Figure 1. Clock wires, drivers and flops (run 1).
Drawn at 4 px/um.
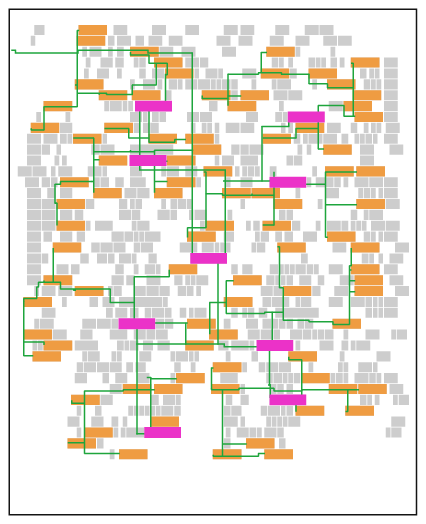
Figure 2. Register map, names as in the netlist (run 1).
Drawn at 4 px/um. Other sequential cells in the stronger gray, the rest of the logic in the fainter gray.
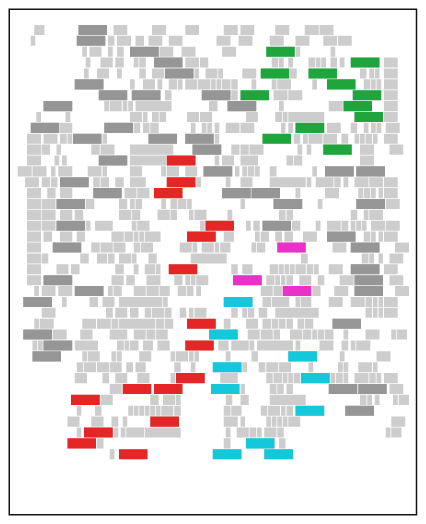
Figure 3. Routing congestion map (run 1).
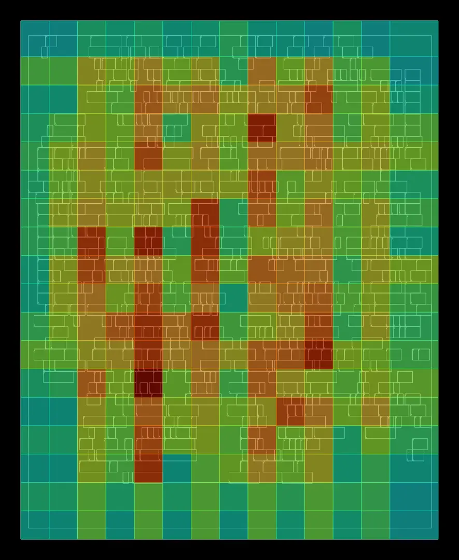
Figure 4. Placed cells, one color a class (run 1).
Drawn at 4 px/um. Fill, decap, tap and diode cells in gray.
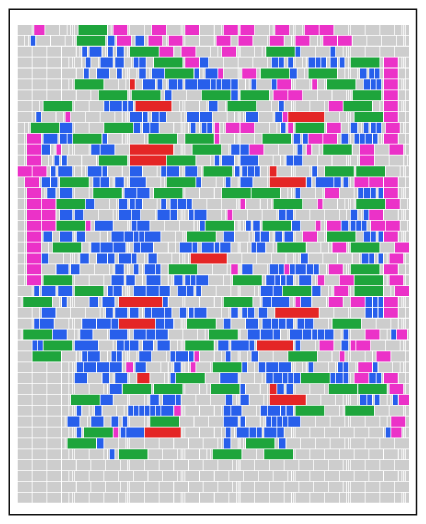
File: src/rtl/sample_scheduler_if.sv
// Sample-path bus between the scheduler and its XADC, FIR and DAC neighbours.
//
// Handshake rules, in one place:
//   fir_tvalid/fir_tready: AXI-Stream. A beat transfers on the rising edge where
//   both are high. Once fir_tvalid is raised, fir_tdata holds until that edge.
//   The only other way fir_tvalid drops is the scheduler's watchdog abort.
//   fir_out_tvalid: no backpressure. fir_out_tdata is valid only while it is high.
//   adc_convst, adc_eoc and dac_set are single-cycle pulses.
//   dac_busy is a level, high while the DAC serializer is shifting.
interface sample_scheduler_if;
  logic        adc_convst;
  logic        adc_eoc;
  logic [11:0] adc_data;
  logic        fir_tvalid;
  logic        fir_tready;
  logic [15:0] fir_tdata;
  logic        fir_out_tvalid;
  logic [31:0] fir_out_tdata;
  logic [11:0] dac_value;
  logic        dac_set;
  logic        dac_busy;

  // The scheduler side.
  modport master (
    output adc_convst, fir_tvalid, fir_tdata, dac_value, dac_set,
    input  adc_eoc, adc_data, fir_tready, fir_out_tvalid, fir_out_tdata, dac_busy
  );

  // The peripheral side.
  modport slave (
    input  adc_convst, fir_tvalid, fir_tdata, dac_value, dac_set,
    output adc_eoc, adc_data, fir_tready, fir_out_tvalid, fir_out_tdata, dac_busy
  );
endinterface

File: src/rtl/sample_scheduler.sv
// Sample scheduler. A programmable divider paces the sample ticks.
// Each accepted tick runs one ADC -> FIR -> DAC pass.
// Ticks that arrive mid-pass are dropped and set the sticky overrun flag.
// A watchdog aborts a pass that stalls in any wait state.
module sample_scheduler #(
  parameter int unsigned DIV_DEFAULT    = 10000,
  parameter int unsigned TIMEOUT_CYCLES = 1023
) (
  input  logic               clk,
  input  logic               rst,
  input  logic               enable,
  input  logic               div_load,
  input  logic [15:0]        div_value,
  input  logic               clear_flags,
  sample_scheduler_if.master bus,
  output logic               overrun,
  output logic               timeout,
  output logic [15:0]        sample_count,
  output logic [2:0]         dbg_state
);

  localparam logic [15:0] DIV_RST = 16'(DIV_DEFAULT);
  localparam int WD_W = (TIMEOUT_CYCLES > 2) ? $clog2(TIMEOUT_CYCLES) : 1;
  localparam logic [WD_W-1:0] WD_LAST = WD_W'(TIMEOUT_CYCLES - 1);

  typedef enum logic [2:0] {
    IDLE, CONV, WAIT_ADC, FIR_IN, WAIT_FIR, DAC_SET, DAC_HOLD, WAIT_DAC
  } state_t;

  state_t          state, state_n;
  logic [15:0]     cnt, div;
  logic            tick;
  logic [WD_W-1:0] wd;
  logic            in_wait;
  logic            latch_adc, latch_dac, sample_done, wd_expire;
  logic [15:0]     fir_tdata_q;
  logic [11:0]     dac_value_q;
  logic            unused_fir_bits;

  // A div_load cycle never ticks, even if the old count sat at div-1.
  assign tick    = enable && !div_load && (cnt == div - 16'd1);
  assign in_wait = state inside {WAIT_ADC, FIR_IN, WAIT_FIR, WAIT_DAC};

  // Sample divider. The counter is held at 0 while disabled.
  // Divide values below 2 are raised to 2, so a tick can never be back-to-back.
  always_ff @(posedge clk) begin
    if (rst) begin
      cnt <= '0;
      div <= DIV_RST;
    end else if (div_load) begin
      cnt <= '0;
      div <= (div_value < 16'd2) ? 16'd2 : div_value;
    end else if (!enable || tick) begin
      cnt <= '0;
    end else begin
      cnt <= cnt + 16'd1;
    end
  end

  // State register.
  always_ff @(posedge clk) begin
    if (rst) state <= IDLE;
    else     state <= state_n;
  end

  // Next-state logic and datapath strobes.
  // When a wait state's exit and its watchdog limit land in the same cycle,
  // the exit wins.
  always_comb begin
    state_n     = state;
    latch_adc   = 1'b0;
    latch_dac   = 1'b0;
    sample_done = 1'b0;
    wd_expire   = 1'b0;
    case (state)
      IDLE:     if (tick) state_n = CONV;
      CONV:     state_n = WAIT_ADC;
      WAIT_ADC: if (bus.adc_eoc) begin
                  latch_adc = 1'b1;
                  state_n   = FIR_IN;
                end
      FIR_IN:   if (bus.fir_tready) state_n = WAIT_FIR;
      WAIT_FIR: if (bus.fir_out_tvalid) begin
                  latch_dac = 1'b1;
                  state_n   = DAC_SET;
                end
      DAC_SET:  state_n = DAC_HOLD;
      DAC_HOLD: state_n = WAIT_DAC;
      WAIT_DAC: if (!bus.dac_busy) begin
                  sample_done = 1'b1;
                  state_n     = IDLE;
                end
      default:  state_n = IDLE;
    endcase
    if (in_wait && (state_n == state) && (wd == WD_LAST)) begin
      wd_expire = 1'b1;
      state_n   = IDLE;
    end
  end

  // Watchdog: counts the cycles spent in the current wait state.
  // It restarts on every state change.
  always_ff @(posedge clk) begin
    if (rst || (state_n != state)) wd <= '0;
    else if (in_wait)              wd <= wd + WD_W'(1);
  end

  // Sample datapath. The FIR input is the zero-extended ADC code.
  // The DAC code is bits [27:16] of the signed FIR result, shifted to offset binary.
  always_ff @(posedge clk) begin
    if (rst) begin
      fir_tdata_q <= '0;
      dac_value_q <= 12'h800;
    end else begin
      if (latch_adc) fir_tdata_q <= {4'b0000, bus.adc_data};
      if (latch_dac) dac_value_q <= bus.fir_out_tdata[27:16] + 12'h800;
    end
  end

  // Sticky error flags. A set condition in the same cycle beats clear_flags.
  always_ff @(posedge clk) begin
    if (rst) begin
      overrun <= 1'b0;
      timeout <= 1'b0;
    end else begin
      overrun <= (tick && (state != IDLE)) || (overrun && !clear_flags);
      timeout <= wd_expire || (timeout && !clear_flags);
    end
  end

  // Completed-sample counter. It wraps naturally at 16 bits.
  always_ff @(posedge clk) begin
    if (rst)              sample_count <= '0;
    else if (sample_done) sample_count <= sample_count + 16'd1;
  end

  assign bus.adc_convst = (state == CONV);
  assign bus.fir_tvalid = (state == FIR_IN);
  assign bus.dac_set    = (state == DAC_SET);
  assign bus.fir_tdata  = fir_tdata_q;
  assign bus.dac_value  = dac_value_q;
  assign dbg_state      = state;

  // Only fir_out_tdata[27:16] carries DAC-relevant bits.
  assign unused_fir_bits = ^{bus.fir_out_tdata[31:28], bus.fir_out_tdata[15:0]};

endmodule

File: src/flat_wrapper.sv
// flat-port wrapper written by rule: the top's interface ports become plain ports
module sample_scheduler_flat 
#(
  parameter int unsigned DIV_DEFAULT    = 10000,
  parameter int unsigned TIMEOUT_CYCLES = 1023
)
  (clk, rst, enable, div_load, div_value, clear_flags, overrun, timeout, sample_count, dbg_state, bus_adc_convst, bus_fir_tvalid, bus_fir_tdata, bus_dac_value, bus_dac_set, bus_adc_eoc, bus_adc_data, bus_fir_tready, bus_fir_out_tvalid, bus_fir_out_tdata, bus_dac_busy);
  sample_scheduler_if bus_i ();
  input  logic clk;
  input  logic rst;
  input  logic enable;
  input  logic div_load;
  input  logic [15:0] div_value;
  input  logic clear_flags;
  output logic overrun;
  output logic timeout;
  output logic [15:0] sample_count;
  output logic [2:0] dbg_state;
  output wire logic [$bits(bus_i.adc_convst)-1:0] bus_adc_convst;
  output wire logic [$bits(bus_i.fir_tvalid)-1:0] bus_fir_tvalid;
  output wire logic [$bits(bus_i.fir_tdata)-1:0] bus_fir_tdata;
  output wire logic [$bits(bus_i.dac_value)-1:0] bus_dac_value;
  output wire logic [$bits(bus_i.dac_set)-1:0] bus_dac_set;
  input wire logic [$bits(bus_i.adc_eoc)-1:0] bus_adc_eoc;
  input wire logic [$bits(bus_i.adc_data)-1:0] bus_adc_data;
  input wire logic [$bits(bus_i.fir_tready)-1:0] bus_fir_tready;
  input wire logic [$bits(bus_i.fir_out_tvalid)-1:0] bus_fir_out_tvalid;
  input wire logic [$bits(bus_i.fir_out_tdata)-1:0] bus_fir_out_tdata;
  input wire logic [$bits(bus_i.dac_busy)-1:0] bus_dac_busy;
  assign bus_adc_convst = bus_i.adc_convst;
  assign bus_fir_tvalid = bus_i.fir_tvalid;
  assign bus_fir_tdata = bus_i.fir_tdata;
  assign bus_dac_value = bus_i.dac_value;
  assign bus_dac_set = bus_i.dac_set;
  assign bus_i.adc_eoc = bus_adc_eoc;
  assign bus_i.adc_data = bus_adc_data;
  assign bus_i.fir_tready = bus_fir_tready;
  assign bus_i.fir_out_tvalid = bus_fir_out_tvalid;
  assign bus_i.fir_out_tdata = bus_fir_out_tdata;
  assign bus_i.dac_busy = bus_dac_busy;
  sample_scheduler #(.DIV_DEFAULT(DIV_DEFAULT), .TIMEOUT_CYCLES(TIMEOUT_CYCLES)) u_core (.clk(clk), .rst(rst), .enable(enable), .div_load(div_load), .div_value(div_value), .clear_flags(clear_flags), .bus(bus_i), .overrun(overrun), .timeout(timeout), .sample_count(sample_count), .dbg_state(dbg_state));
endmodule
File: config.mk
export PLATFORM = sky130hd
export DESIGN_NAME = sample_scheduler_flat
export DESIGN_NICKNAME = d
export VERILOG_FILES = /design/src/rtl/sample_scheduler_if.sv /design/src/rtl/sample_scheduler.sv /design/src/flat_wrapper.sv
export SDC_FILE = /design/constraint.sdc
export NUM_CORES = 1
export LEC_CHECK = 0
export CORE_ASPECT_RATIO = 1.25
export CORE_MARGIN = 1.5
export CORE_UTILIZATION = 35
export CTS_CLUSTER_SIZE = 8
export DETAILED_ROUTE_END_ITERATION = 10
export GPL_TIMING_DRIVEN = 0
export SYNTH_ARGS = -nofsm -noshare
export SYNTH_HDL_FRONTEND = slang
export SYNTH_SLANG_ARGS = --single-unit
File: constraint.sdc
create_clock -name clk -period 3.98 [get_ports clk]
set_input_delay 0.796 -clock clk [delete_from_list [all_inputs] [get_ports clk]]
set_output_delay 0.796 -clock clk [all_outputs]
set_load 0.1 [all_outputs]
==> impl_metrics.toml, run 1 <==
# implementation run metrics
[worst_hold_path]
hold_depth = 2
hold_start = "u_core.bus.dac_value[10]"

[final_layout]
nClkBuffers = 10
layout_top_cell = "clkdlybuf4s50_1"
flops = 87
final-comb-area_sq_um = 2338
inverters = 12
top_regs = "u_core.cnt (16), u_core.div (16), u_core.sample_count (16)"
logic_gate_count = 398

[clocking]
ctsHoldBuffers = 0
cts_root_buf = "clkbuf_16"

[setup_path]
cp-endpoint = "bus_dac_set"
cp.depth = 4
crit_slowest_cell = "clkdlybuf4s50_1"
worstPathRequired_ns = 3.18

[placement]
gp_congestion = 0.8499

[logic_synthesis]
ys.flop_type = "dfxtp_1"
top_cell_area_share = 0.4110
yosysCellCount = 523
synth_flops = 87
ys_sh_xor = 0.1095
netlist_area_sq_um = 4238
yosys-top-cells-count = "dfxtp_1 (87), nand2_1 (79), nor2_1 (61), a21oi_1 (44), xor2_1 (28)"
synthTopCellsByArea = "dfxtp_1 (41%), nand2_1 (7.0%), xor2_1 (5.8%)"

[global_routing]
grt_pass1_vias = 3958
gr-usage-all-layers = 0.1752
grt_pass1_wl_mm = 17.99

[flow_run]
maxCapViolations = 0

[floorplan]
die_area_sq_um = 12780
die_x_um = 101.4

[sta]
fin_tns_setup_ns = 0
final_max_slew_viol_count = 0
post-route-period-util = 0.8502
finalSetupViolations = 0

[routing]
drc = 0
route.met2.wl_mm = 5.330
drt-met1-wl_mm = 4.628

[run_status]
status = "complete, no violations"
Back to the opening pictures, Figure 1:
[flip-flops] orange | count: 87
[cells driving clock nets] magenta | count: 9
[clock wires] green | length: 1120 um
flops lie: all over the die
Setup Skew: 0.008049 ns
clk pwr: 0.949 mW
clk ins delay skew pair: 0.34 ns

Back to the opening pictures, Figure 2:
[u_core.bus.dac_value] green | sequential cells: 12 | where: north-east
[u_core.dbg_state] magenta | sequential cells: 3
[u_core.wd] cyan | sequential cells: 10 | where: south
[u_core.cnt] red | sequential cells: 16
not colored: 46
seq pwr: 0.959 mW
Seq/total area: 0.3032
Reg area: 1742 sq um

Back to the opening pictures, Figure 3:
final core utilization: 0.4899
GRT met3 Usage: 0.03774
met1 GRT Util: 0.1999
wire per inst: 13.56 um
most used routing layer: met2

Back to the opening pictures, Figure 4:
[all other logic] blue | cells: 410
[other buffers and delay cells] magenta | cells: 124
[clock drivers and dummy loads] red | cells: 16
[flops] green | cells: 87
Final Cell Area: 5744 sq um
core area: 11730 sq um
FP Rows: 44

==> run 1: through the flow <==
stage | cells | hold WS [ns] | utilization | total power [mW]
3_3_place_gp | 782 | 0.4430 | 0.4611 | 1.554
5_1_grt | 798 | 0.4767 | 0.4899 | 2.613
4_1_cts | 798 | 0.4564 | 0.4899 | 2.527
3_5_place_dp | 782 | 0.4475 | 0.4611 | 1.566
6_report | 798 | 0.4536 | 0.4899 | 2.494
2_1_floorplan | 526 | 0.4513 | - | 1.391
==> run 1: where the power goes <==
part           switching, mW  leakage, nW  internal (mW)
clock                  0.336        0.166          0.612
combinational          0.405         1.12          0.182
sequential            0.0454        0.705          0.914
==> run 1: metal layers <==
metal,up-vias,track usage
met4,0,0.08252
li1,2008,-
met2,107,0.3068
met3,29,0.03774
met1,1828,0.1999
met5,-,0
## Run 2: what changed since run 1
--- a/config.mk
+++ b/config.mk
@@ -6,7 +6,6 @@
 export NUM_CORES = 1
 export LEC_CHECK = 0
 export CORE_ASPECT_RATIO = 1.25
-export CORE_MARGIN = 1.5
 export CORE_UTILIZATION = 35
 export CTS_CLUSTER_SIZE = 8
 export DETAILED_ROUTE_END_ITERATION = 10
Figure 5. Register map, names as in the netlist (run 2).
Drawn at 4 px/um. Other sequential cells in the stronger gray, the rest of the logic in the fainter gray.
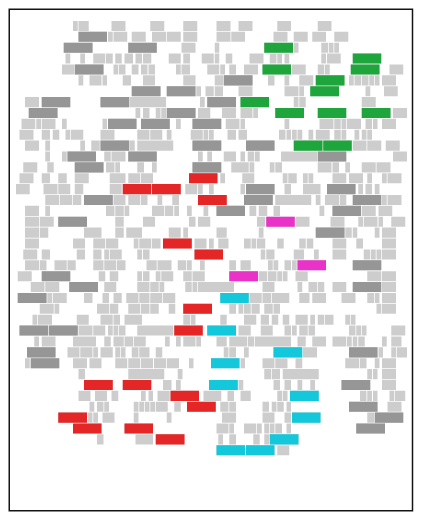
[u_core.dbg_state] magenta | sequential cells: 3
[u_core.bus.dac_value] green | sequential cells: 12 | where: north-east
[u_core.cnt] red | sequential cells: 16
[u_core.wd] cyan | sequential cells: 10 | where: south
final core utilization: 0.4837
seq pwr: 0.960 mW

Figure 6. Clock wires, drivers and flops (run 2).
Drawn at 4 px/um.
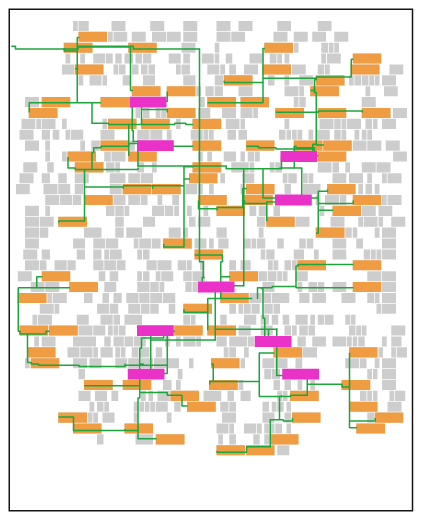
[clock wires] green | length: 1190 um
[cells driving clock nets] magenta | count: 9
[flip-flops] orange | count: 87
flops lie: all over the die
routed clock nets: 10
Setup Skew: 0.005654 ns
clock share of power: 0.333

==> run 2 against run 1 <==
Against the previous run: clock power down 19%; register-to-register slack improved by 0.03 ns; largest power group unchanged; utilization shrank 0.62 points; critical path depth fell by 1; sequential share of layout area increased by 0.39 points; area after synthesis is the same; maximum frequency up 0.10%; non-clock buffer count is the same; final cell count down 0.13%.
==> impl_metrics.toml, run 2 <==
# implementation run metrics
[global_routing]
antenna_found_initial = 0
grt_pass1_vias = 3867
grt_pass1_wl_mm = 18.06
gr-usage-all-layers = 0.1784

[flow_run]
maxCapViolations = 0
warnings = 47

[logic_synthesis]
netlist_area_sq_um = 4238
synth-adder-area-share = 0.01476
synth_flops = 87
edf_count = 0
ys.warnings.count = 0
yosys-top-cells-count = "dfxtp_1 (87), nand2_1 (79), nor2_1 (61), a21oi_1 (44), xor2_1 (28)"
top_cell_area_share = 0.4110
ys.flop_type = "dfxtp_1"
synthTopCellsByArea = "dfxtp_1 (41%), nand2_1 (7.0%), xor2_1 (5.8%)"
yosysCellCount = 523
ys_sh_xor = 0.1095

[setup_path]
cp-endpoint = "bus_adc_convst"
critPathCaptureType = "output port"
cp_max_fo = 10
worstPathRequired_ns = 3.18
reg2reg_depth = 11

[final_layout]
drive_gt1_frac = 0.04560
flops = 87
layout_top_cell = "clkdlybuf4s50_1"
inverters = 12
fin_nets = 706
seq_share = 0.3071
final-seq-area_sq_um = 1742
fin_cells = 797
top_regs = "u_core.cnt (16), u_core.div (16), u_core.sample_count (16)"
nClkBuffers = 10
final-comb-area_sq_um = 2338
fin_area_sq_um = 5672
logic_gate_count = 398

[worst_hold_path]
hold_start = "u_core.bus.dac_value[9]"
hold_depth = 2

[placement]
dp_hpwl_mm = 8.396
gp_congestion = 0.8191
place_inst = 782

[routing]
routedWlPerCell_um = 13.75
first_pass_iters = 4
drc = 0

[clocking]
cts.path.max_buffers = 2
clkLatencyLatePin_ns = 0.33
cts_root_buf = "clkbuf_16"
ctsHoldBuffers = 0

[run_status]
status = "complete, no violations"

[floorplan]
core.rowCount = 44
die_area_sq_um = 12560
core-area_sq_um = 11730

[sta]
final_max_slew_viol_count = 0
fin_hold_ws_ns = 0.4516
post-route-period-util = 0.8493
fin_tns_setup_ns = 0
finalSetupViolations = 0

[pwr]
power_mw = 2.315
Figure 7. Power grid (run 2).
Drawn at 3 px/um. Pins as bars on the die edge.
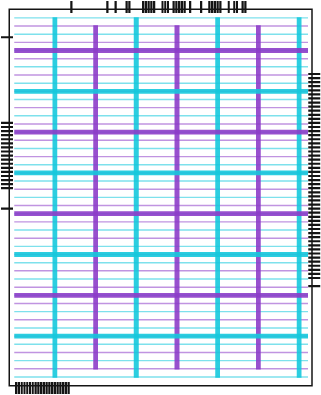
[VDD] purple
[VSS] cyan
rows: 44
met1 rails: 45
met4 straps: 7
signal pins: 121
met5 straps: 8
Die Wd: 100.4 um
die height: 125.0 um

-- run 2: cell types whose count changed in the layout (fill, tap and decap cells not counted), sizes merged --
cell,previous run,this run
bufinv,3,0
clkinv,3,5
-- run 2: routing by layer --
metal	up-vias	global-route usage	routed length [um]
met1	1844	0.2091	4772
met2	113	0.3195	5489
met3	10	0.03410	537
li1	2007	-	-
met5	-	0	0
met4	0	0.06223	155
-- run 2: critical path, cell delays in order (launching register included) --
cell and delay [ns]:
dfxtp_1 0.46, clkbuf_1 0.36, nor3b_2 0.26, clkdlybuf4s50_1 1.17
-- run 2: where the power goes --
part           total (mW)  internal (mW)  switching (mW)  leakage (nW)
sequential          0.960          0.914          0.0459         0.705
combinational       0.585          0.182           0.403          1.12
clock               0.770          0.421           0.349         0.132
## Run 3: what changed since run 2
==> constraint.sdc (replaced) <==
create_clock -name clk -period 3.2 [get_ports clk]
set_input_delay 0.64 -clock clk [delete_from_list [all_inputs] [get_ports clk]]
set_output_delay 0.64 -clock clk [all_outputs]
set_load 0.1 [all_outputs]
Figure 8. Register map, names as in the netlist (run 3).
Drawn at 4 px/um. Other sequential cells in the stronger gray, the rest of the logic in the fainter gray.
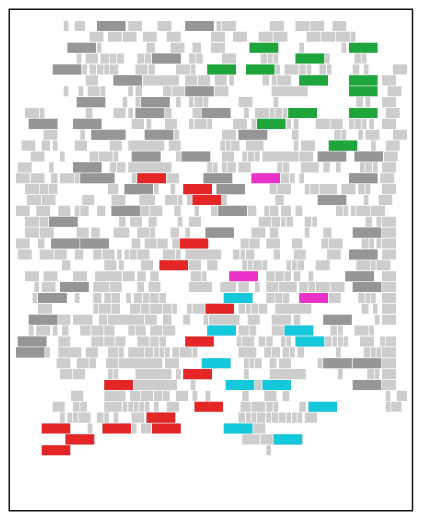
[u_core.cnt] red | sequential cells: 16
[u_core.wd] cyan | sequential cells: 10
[u_core.dbg_state] magenta | sequential cells: 3
[u_core.bus.dac_value] green | sequential cells: 12 | where: north-east
not colored: 46
final core utilization: 0.5005
Seq/total area: 0.2980

Figure 9. Routing congestion map (run 3).
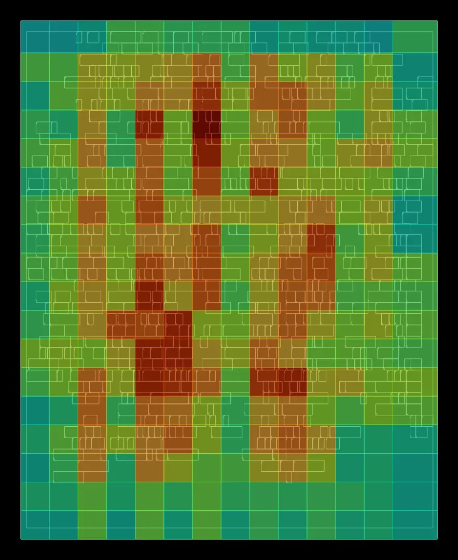
GRT Total Usage: 0.1788
wire per inst: 13.83 um
met1 GRT Util: 0.2141
GRT met3 Usage: 0.02404
met2 usage: 0.3127

==> run 3 against run 2 <==
Against the previous run: routed wire length grew 1.6%; first-iteration DRC count is 11% higher; area after synthesis is the same; register-to-register slack got worse by 0.50 ns; clock power is 55% higher; clock-buffer cell count unchanged; via count down 0.20%; worst setup slack lost 0.47 ns; sequential power up 24%; final cell count up 1.0%; die area unchanged.
==> impl_metrics.toml, run 3 <==
# implementation run metrics
[worst_hold_path]
hold_depth = 2
hold_start = "u_core.bus.fir_tdata[2]"

[global_routing]
busiest_layer = "met2"
antenna_found_initial = 0
grt_pass1_wl_mm = 18.03
grt_pass1_vias = 3775

[pwr]
power_mw = 3.177
power_leader = "sequential cells"
p_sw_mw = 1.002
p_seq_mw = 1.19

[routing]
route.met2.wl_mm = 5.495
dr.max_layer_used = "met4"
first_pass_iters = 4
drc = 0

[setup_path]
reg2reg_depth = 12
crit_top_cell = "buf_6"
critPathCaptureType = "register"
slowest_delay_ns = 0.48
cp_num_buf_inv = 4
path_cells = "inv_1 > ha_2 > buf_6 > or4b_4 > or4_4 > xnor2_1 > nor4_1 > nand4_1 > o31ai_4 > buf_4 > buf_6 > a21oi_1"
crit_slowest_cell = "or4b_4"

[final_layout]
fin_cells = 805
nClkBuffers = 10
final-comb-area_sq_um = 2380
fin_area_sq_um = 5869
fin_nets = 715

[run_status]
status = "complete, no violations"

[logic_synthesis]
ys.flop_type = "dfxtp_1"
top_cell_area_share = 0.4110

[placement]
dp_hpwl_mm = 8.191
gp_congestion = 0.8205
place_inst = 782

[floorplan]
die_x_um = 100.4
core.rowCount = 44
die_area_sq_um = 12560

[clocking]
clkLatencyLatePin_ns = 0.34
Figure 10. Clock wires, drivers and flops (run 3).
Drawn at 4 px/um.
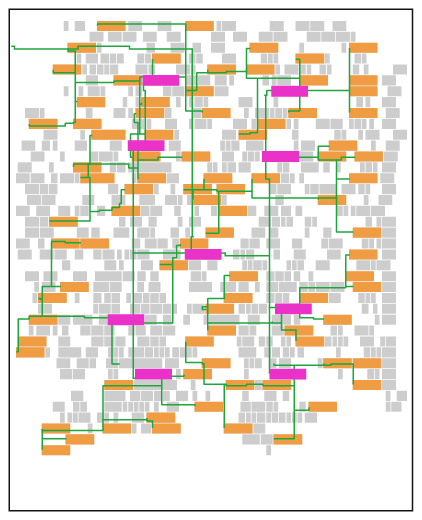
[clock wires] green | length: 1160 um
[cells driving clock nets] magenta | count: 9
[flip-flops] orange | count: 87
routed clock nets: 10
flops lie: all over the die
clock share of power: 0.375
clk pwr: 1.19 mW

[run 3: cell counts after synthesis]
Identical to the previous run, type by type.
[run 3: kinds of logic after synthesis]
kind of cell	synth area share
flops	0.4110
simple gates	0.2840
other cells	0.0008849
mux	0.02893
buf+inv	0.04104
xor+xnor	0.1095
compound gates	0.1098
fa+ha+maj	0.01476
[run 3: worst max path at each step]
stage / start / endpoint / slack [ns] / cells past startpoint
2_1_floorplan: u_core.dbg_state[0] / bus_adc_convst / -0.05 / 2
3_3_place_gp: bus_dac_busy / u_core.wd[3] / -0.22 / 8
3_5_place_dp: bus_dac_busy / u_core.wd[1] / -0.27 / 8
4_1_cts: u_core.div[0] / u_core.overrun / 0.006 / 10
5_1_grt: u_core.div[1] / u_core.wd[2] / -0.008 / 12
6_report: u_core.div[1] / u_core.wd[0] / 0.13 / 12
Power figures rest on the tool's default switching activity, not on a simulated workload.
